File: src/rtl/uart_ram_bank_router_if.sv
// Regmap-side access bus plus the shared block_ram bank bus of the UART RAM bank router.
// The router takes the slave modport; the regmap/bank side takes the master modport.
interface uart_ram_bank_router_if #(
   parameter int NUM_BANKS      = 4,
   parameter int NUM_ADDR_BYTES = 2,
   parameter int RAM_ADDR_BITS  = 13
);
   logic [6:0]                  slave_id;
   logic [NUM_ADDR_BYTES*8-1:0] address;
   logic                        write_enable;
   logic                        read_enable;
   logic                        send_slave_id;
   logic [7:0]                  wr_data;
   logic [NUM_BANKS-1:0]        bank_we;
   logic [NUM_BANKS-1:0]        bank_re;
   logic [RAM_ADDR_BITS-1:0]    bank_addr;
   logic [7:0]                  bank_wdata;
   logic [NUM_BANKS*8-1:0]      bank_rdata;
   logic [7:0]                  send_data;
   logic                        rd_valid;
   logic                        err_irq;

   modport slave (
      input  slave_id, address, write_enable, read_enable, send_slave_id, wr_data, bank_rdata,
      output bank_we, bank_re, bank_addr, bank_wdata, send_data, rd_valid, err_irq
   );

   modport master (
      output slave_id, address, write_enable, read_enable, send_slave_id, wr_data, bank_rdata,
      input  bank_we, bank_re, bank_addr, bank_wdata, send_data, rd_valid, err_irq
   );
endinterface

File: src/rtl/uart_ram_bank_router.sv
// Routes UART regmap byte accesses to NUM_BANKS block_ram banks plus one status slave
// (write-protect, sticky errors, write count); read data is latency-aligned and held for TX.
module uart_ram_bank_router #(
   parameter int NUM_BANKS      = 4,
   parameter int BASE_ID        = 1,
   parameter int NUM_ADDR_BYTES = 2,
   parameter int RAM_ADDR_BITS  = 13,
   parameter int RAM_LATENCY    = 1
) (
   input  logic                  clk,
   input  logic                  rst_n,
   uart_ram_bank_router_if.slave bus
);
   localparam int LAST = RAM_LATENCY - 1;

   typedef enum logic [1:0] {K_ZERO, K_BANK, K_STAT} kind_t;

   int                   rel_id;
   logic                 bank_hit;
   logic                 stat_hit;
   logic                 in_range;
   logic                 stat_in_range;
   logic                 access;
   logic                 stat_wr;
   logic [NUM_BANKS-1:0] hit_vec;
   logic [NUM_BANKS-1:0] we_vec;
   logic [2:0]           err_set;
   kind_t                kind_in;

   logic [NUM_BANKS-1:0] wp_mask;
   logic [2:0]           err_flags;
   logic [15:0]          wr_count;
   logic [7:0]           rd_hold;
   logic                 rd_valid;

   logic [RAM_LATENCY-1:0] vld_p;
   kind_t                  kind_p [RAM_LATENCY];
   logic [2:0]             idx_p  [RAM_LATENCY];
   logic [1:0]             off_p  [RAM_LATENCY];

   logic [7:0] stat_rd;
   logic [7:0] out_byte;
   int         out_sel;

   function automatic logic [15:0] sat_inc(input logic [15:0] v);
      return (v == 16'hFFFF) ? v : v + 16'd1;
   endfunction

   // Decode stage: same-cycle strobes and error detection
   always_comb begin
      rel_id        = int'(bus.slave_id) - BASE_ID;
      bank_hit      = (rel_id >= 0) && (rel_id < NUM_BANKS);
      stat_hit      = (int'(bus.slave_id) == BASE_ID + NUM_BANKS);
      in_range      = (bus.address >> RAM_ADDR_BITS) == '0;
      stat_in_range = (bus.address >> 2) == '0;
      access        = bus.write_enable | bus.read_enable;
      stat_wr       = bus.write_enable & stat_hit & stat_in_range;
      for (int k = 0; k < NUM_BANKS; k++) begin
         hit_vec[k] = bank_hit && in_range && (rel_id == k);
      end
      we_vec     = {NUM_BANKS{bus.write_enable}} & hit_vec & ~wp_mask;
      err_set[0] = access & ~bank_hit & ~stat_hit;
      err_set[1] = access & ((bank_hit & ~in_range) | (stat_hit & ~stat_in_range));
      err_set[2] = bus.write_enable & (|(hit_vec & wp_mask));
      kind_in    = K_ZERO;
      if (bank_hit && in_range) begin
         kind_in = K_BANK;
      end else if (stat_hit && stat_in_range) begin
         kind_in = K_STAT;
      end
   end

   assign bus.bank_we    = we_vec;
   assign bus.bank_re    = {NUM_BANKS{bus.read_enable}} & hit_vec;
   assign bus.bank_addr  = bus.address[RAM_ADDR_BITS-1:0];
   assign bus.bank_wdata = bus.wr_data;

   // Read descriptor pipeline: travels alongside the RAM so every read sees the same latency
   always_ff @(posedge clk) begin
      kind_p[0] <= kind_in;
      idx_p[0]  <= 3'(rel_id);
      off_p[0]  <= bus.address[1:0];
      for (int s = 1; s < RAM_LATENCY; s++) begin
         kind_p[s] <= kind_p[s-1];
         idx_p[s]  <= idx_p[s-1];
         off_p[s]  <= off_p[s-1];
      end
   end

   // Output stage: status registers are sampled when the read completes, not when it was issued
   always_comb begin
      stat_rd = 8'h00;
      case (off_p[LAST])
         2'd0:    stat_rd[NUM_BANKS-1:0] = wp_mask;
         2'd1:    stat_rd[2:0] = err_flags;
         2'd2:    stat_rd = wr_count[7:0];
         default: stat_rd = wr_count[15:8];
      endcase
      out_sel  = int'(idx_p[LAST]);
      out_byte = 8'h00;
      case (kind_p[LAST])
         K_BANK:  out_byte = bus.bank_rdata[out_sel*8 +: 8];
         K_STAT:  out_byte = stat_rd;
         default: out_byte = 8'h00;
      endcase
   end

   always_ff @(posedge clk or negedge rst_n) begin
      if (!rst_n) begin
         vld_p     <= '0;
         rd_valid  <= 1'b0;
         rd_hold   <= 8'h00;
         wp_mask   <= '0;
         err_flags <= 3'b000;
         wr_count  <= 16'h0000;
      end else begin
         vld_p[0] <= bus.read_enable;
         for (int s = 1; s < RAM_LATENCY; s++) begin
            vld_p[s] <= vld_p[s-1];
         end
         rd_valid <= vld_p[LAST];
         if (vld_p[LAST]) begin
            rd_hold <= out_byte;
         end
         if (stat_wr && bus.address[1:0] == 2'd0) begin
            wp_mask <= bus.wr_data[NUM_BANKS-1:0];
         end
         // A new error in the clearing cycle survives the clear
         err_flags <= ((stat_wr && bus.address[1:0] == 2'd1) ? 3'b000 : err_flags) | err_set;
         if (stat_wr && bus.address[1:0] == 2'd2) begin
            wr_count <= 16'h0000;
         end else if (|we_vec) begin
            wr_count <= sat_inc(wr_count);
         end
      end
   end

   assign bus.rd_valid  = rd_valid;
   assign bus.err_irq   = |err_flags;
   assign bus.send_data = bus.send_slave_id ? {bus.read_enable, bus.slave_id} : rd_hold;
endmodule

File: src/flat_wrapper.sv
// flat-port wrapper written by rule: the top's interface ports become plain ports
module uart_ram_bank_router_flat 
#(
   parameter int NUM_BANKS      = 4,
   parameter int BASE_ID        = 1,
   parameter int NUM_ADDR_BYTES = 2,
   parameter int RAM_ADDR_BITS  = 13,
   parameter int RAM_LATENCY    = 1
)
  (clk, rst_n, bus_slave_id, bus_address, bus_write_enable, bus_read_enable, bus_send_slave_id, bus_wr_data, bus_bank_rdata, bus_bank_we, bus_bank_re, bus_bank_addr, bus_bank_wdata, bus_send_data, bus_rd_valid, bus_err_irq);
  uart_ram_bank_router_if #(.NUM_BANKS(NUM_BANKS), .NUM_ADDR_BYTES(NUM_ADDR_BYTES), .RAM_ADDR_BITS(RAM_ADDR_BITS)) bus_i ();
  input  logic clk;
  input  logic rst_n;
  input wire logic [$bits(bus_i.slave_id)-1:0] bus_slave_id;
  input wire logic [$bits(bus_i.address)-1:0] bus_address;
  input wire logic [$bits(bus_i.write_enable)-1:0] bus_write_enable;
  input wire logic [$bits(bus_i.read_enable)-1:0] bus_read_enable;
  input wire logic [$bits(bus_i.send_slave_id)-1:0] bus_send_slave_id;
  input wire logic [$bits(bus_i.wr_data)-1:0] bus_wr_data;
  input wire logic [$bits(bus_i.bank_rdata)-1:0] bus_bank_rdata;
  output wire logic [$bits(bus_i.bank_we)-1:0] bus_bank_we;
  output wire logic [$bits(bus_i.bank_re)-1:0] bus_bank_re;
  output wire logic [$bits(bus_i.bank_addr)-1:0] bus_bank_addr;
  output wire logic [$bits(bus_i.bank_wdata)-1:0] bus_bank_wdata;
  output wire logic [$bits(bus_i.send_data)-1:0] bus_send_data;
  output wire logic [$bits(bus_i.rd_valid)-1:0] bus_rd_valid;
  output wire logic [$bits(bus_i.err_irq)-1:0] bus_err_irq;
  assign bus_i.slave_id = bus_slave_id;
  assign bus_i.address = bus_address;
  assign bus_i.write_enable = bus_write_enable;
  assign bus_i.read_enable = bus_read_enable;
  assign bus_i.send_slave_id = bus_send_slave_id;
  assign bus_i.wr_data = bus_wr_data;
  assign bus_i.bank_rdata = bus_bank_rdata;
  assign bus_bank_we = bus_i.bank_we;
  assign bus_bank_re = bus_i.bank_re;
  assign bus_bank_addr = bus_i.bank_addr;
  assign bus_bank_wdata = bus_i.bank_wdata;
  assign bus_send_data = bus_i.send_data;
  assign bus_rd_valid = bus_i.rd_valid;
  assign bus_err_irq = bus_i.err_irq;
  uart_ram_bank_router #(.NUM_BANKS(NUM_BANKS), .BASE_ID(BASE_ID), .NUM_ADDR_BYTES(NUM_ADDR_BYTES), .RAM_ADDR_BITS(RAM_ADDR_BITS), .RAM_LATENCY(RAM_LATENCY)) u_core (.clk(clk), .rst_n(rst_n), .bus(bus_i));
endmodule
File: config.mk
export PLATFORM = sky130hd
export DESIGN_NAME = uart_ram_bank_router_flat
export DESIGN_NICKNAME = d
export VERILOG_FILES = /design/src/rtl/uart_ram_bank_router_if.sv /design/src/rtl/uart_ram_bank_router.sv /design/src/flat_wrapper.sv
export SDC_FILE = /design/constraint.sdc
export NUM_CORES = 1
export LEC_CHECK = 0
export CAP_MARGIN = 20
export CORE_UTILIZATION = 40
export DETAILED_ROUTE_END_ITERATION = 8
export HOLD_SLACK_MARGIN = 0.15
export PLACE_DENSITY = 0.87
export SLEW_MARGIN = 20
export SYNTH_ARGS = -nofsm -noshare
export SYNTH_HDL_FRONTEND = slang
export SYNTH_SLANG_ARGS = --single-unit
File: constraint.sdc
create_clock -name clk -period 2.02 [get_ports clk]
set_input_delay 0.404 -clock clk [delete_from_list [all_inputs] [get_ports clk]]
set_output_delay 0.404 -clock clk [all_outputs]
set_load 0.03 [all_outputs]
Clock routing:
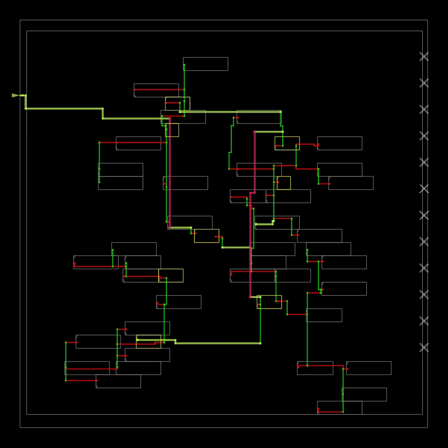
Late-Pin Clk Latency: 0.31 ns
Clock Sinks: 40
clock buf count: 6

Wiring by layer:
Scale bar: 20 um. Two of the layers only.
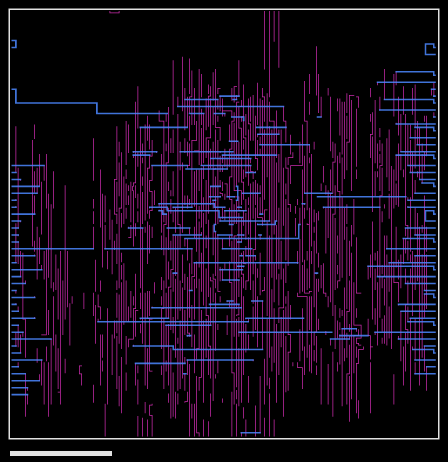
layer	colour	wire length
M2	magenta	4,890 um
M3	blue	902 um
wire length per cell: 19.7 um
Tot GR Track Use: 0.277
vias: 2,975

Clock distribution:
Scale bar: 20 um.
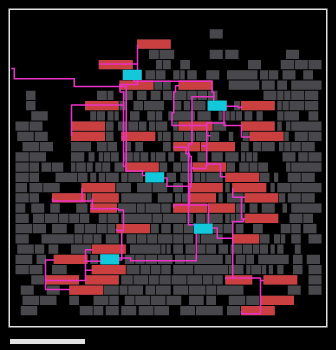
[flip-flops] red | count: 40
[clock-net drivers] cyan | count: 5
[clock wires] magenta | length: 524 um
routed clock nets	6

==> qor.yml <==
fin_nets: 488
fp_nets: 350
final-setup-viol-count: 12
p_comb_frac: 0.253
top_cells_by_count: "33 x dfrtp_1, 22 x buf_4, 17 x nand2_1"
top_regs: "u_core.wr_count (16), u_core.rd_hold (8), u_core.wp_mask (4)"
worstSetupStartpoint: "bus_slave_id[0]"
cp_cell_sequence: "buf_12 -> buf_4 -> buf_4 -> ha_2 -> or2b_4 -> nand4_1 -> buf_4 -> nand3_2 -> buf_4 -> nor4_1 -> a211oi_1"
path_clk_slew_ns: 0.08
via_per_inst: 6.07
violations: "design-rule violations, negative setup slack"
antenna_found_initial: 0
cts_resized: 46
first_pass_iters: 7
dp_slack_ns: -0.776
p_leak_nw: 1.87
drc_errors: 24
grt_overflow: 0
placed_area_um2: 3910
status: "finished, violations left"
ys_types: 50
powerSeq_uw: 836
htreeDepth: 2
edf_count: 0
p_comb_uw: 479
n_fill_cell: 440
grt_max_degree: 34
ys_warn_count: 0
whs_ns: 0.258
portBuffers: 98
top_cell_area_share: 0.308
fin_area_um2: 4320
cts_tree: "yes"
top_area_cell: "dfrtp_1"
place.gp.congestion: 0.868
ir_drop_mv: 0.292
r2r-end: "u_core.wr_count[1]"
setup_slack_ns: -0.102
kinds of logic (layout without fill, tap and decap cells):
group,count (synthesis),after routing,share of synthesized area
buffers and inverters,47,185,0.0999
flip-flops,40,40,0.360
adder cells (fa/ha/maj),8,8,0.0373
XOR/XNOR,2,2,0.00654
AND/OR/NAND/NOR,94,95,0.210
multiplexers,21,21,0.132
AND-OR/OR-AND,62,62,0.154
per-layer routing:
layer	vias to the layer above	track usage	share of wire	routed length, um
met2	207	0.501	0.51	4890
li1	1288	-	-	-
met5	-	0	0	0
met4	0	0.111	0.031	304
met3	38	0.0732	0.093	901
met1	1442	0.307	0.37	3560
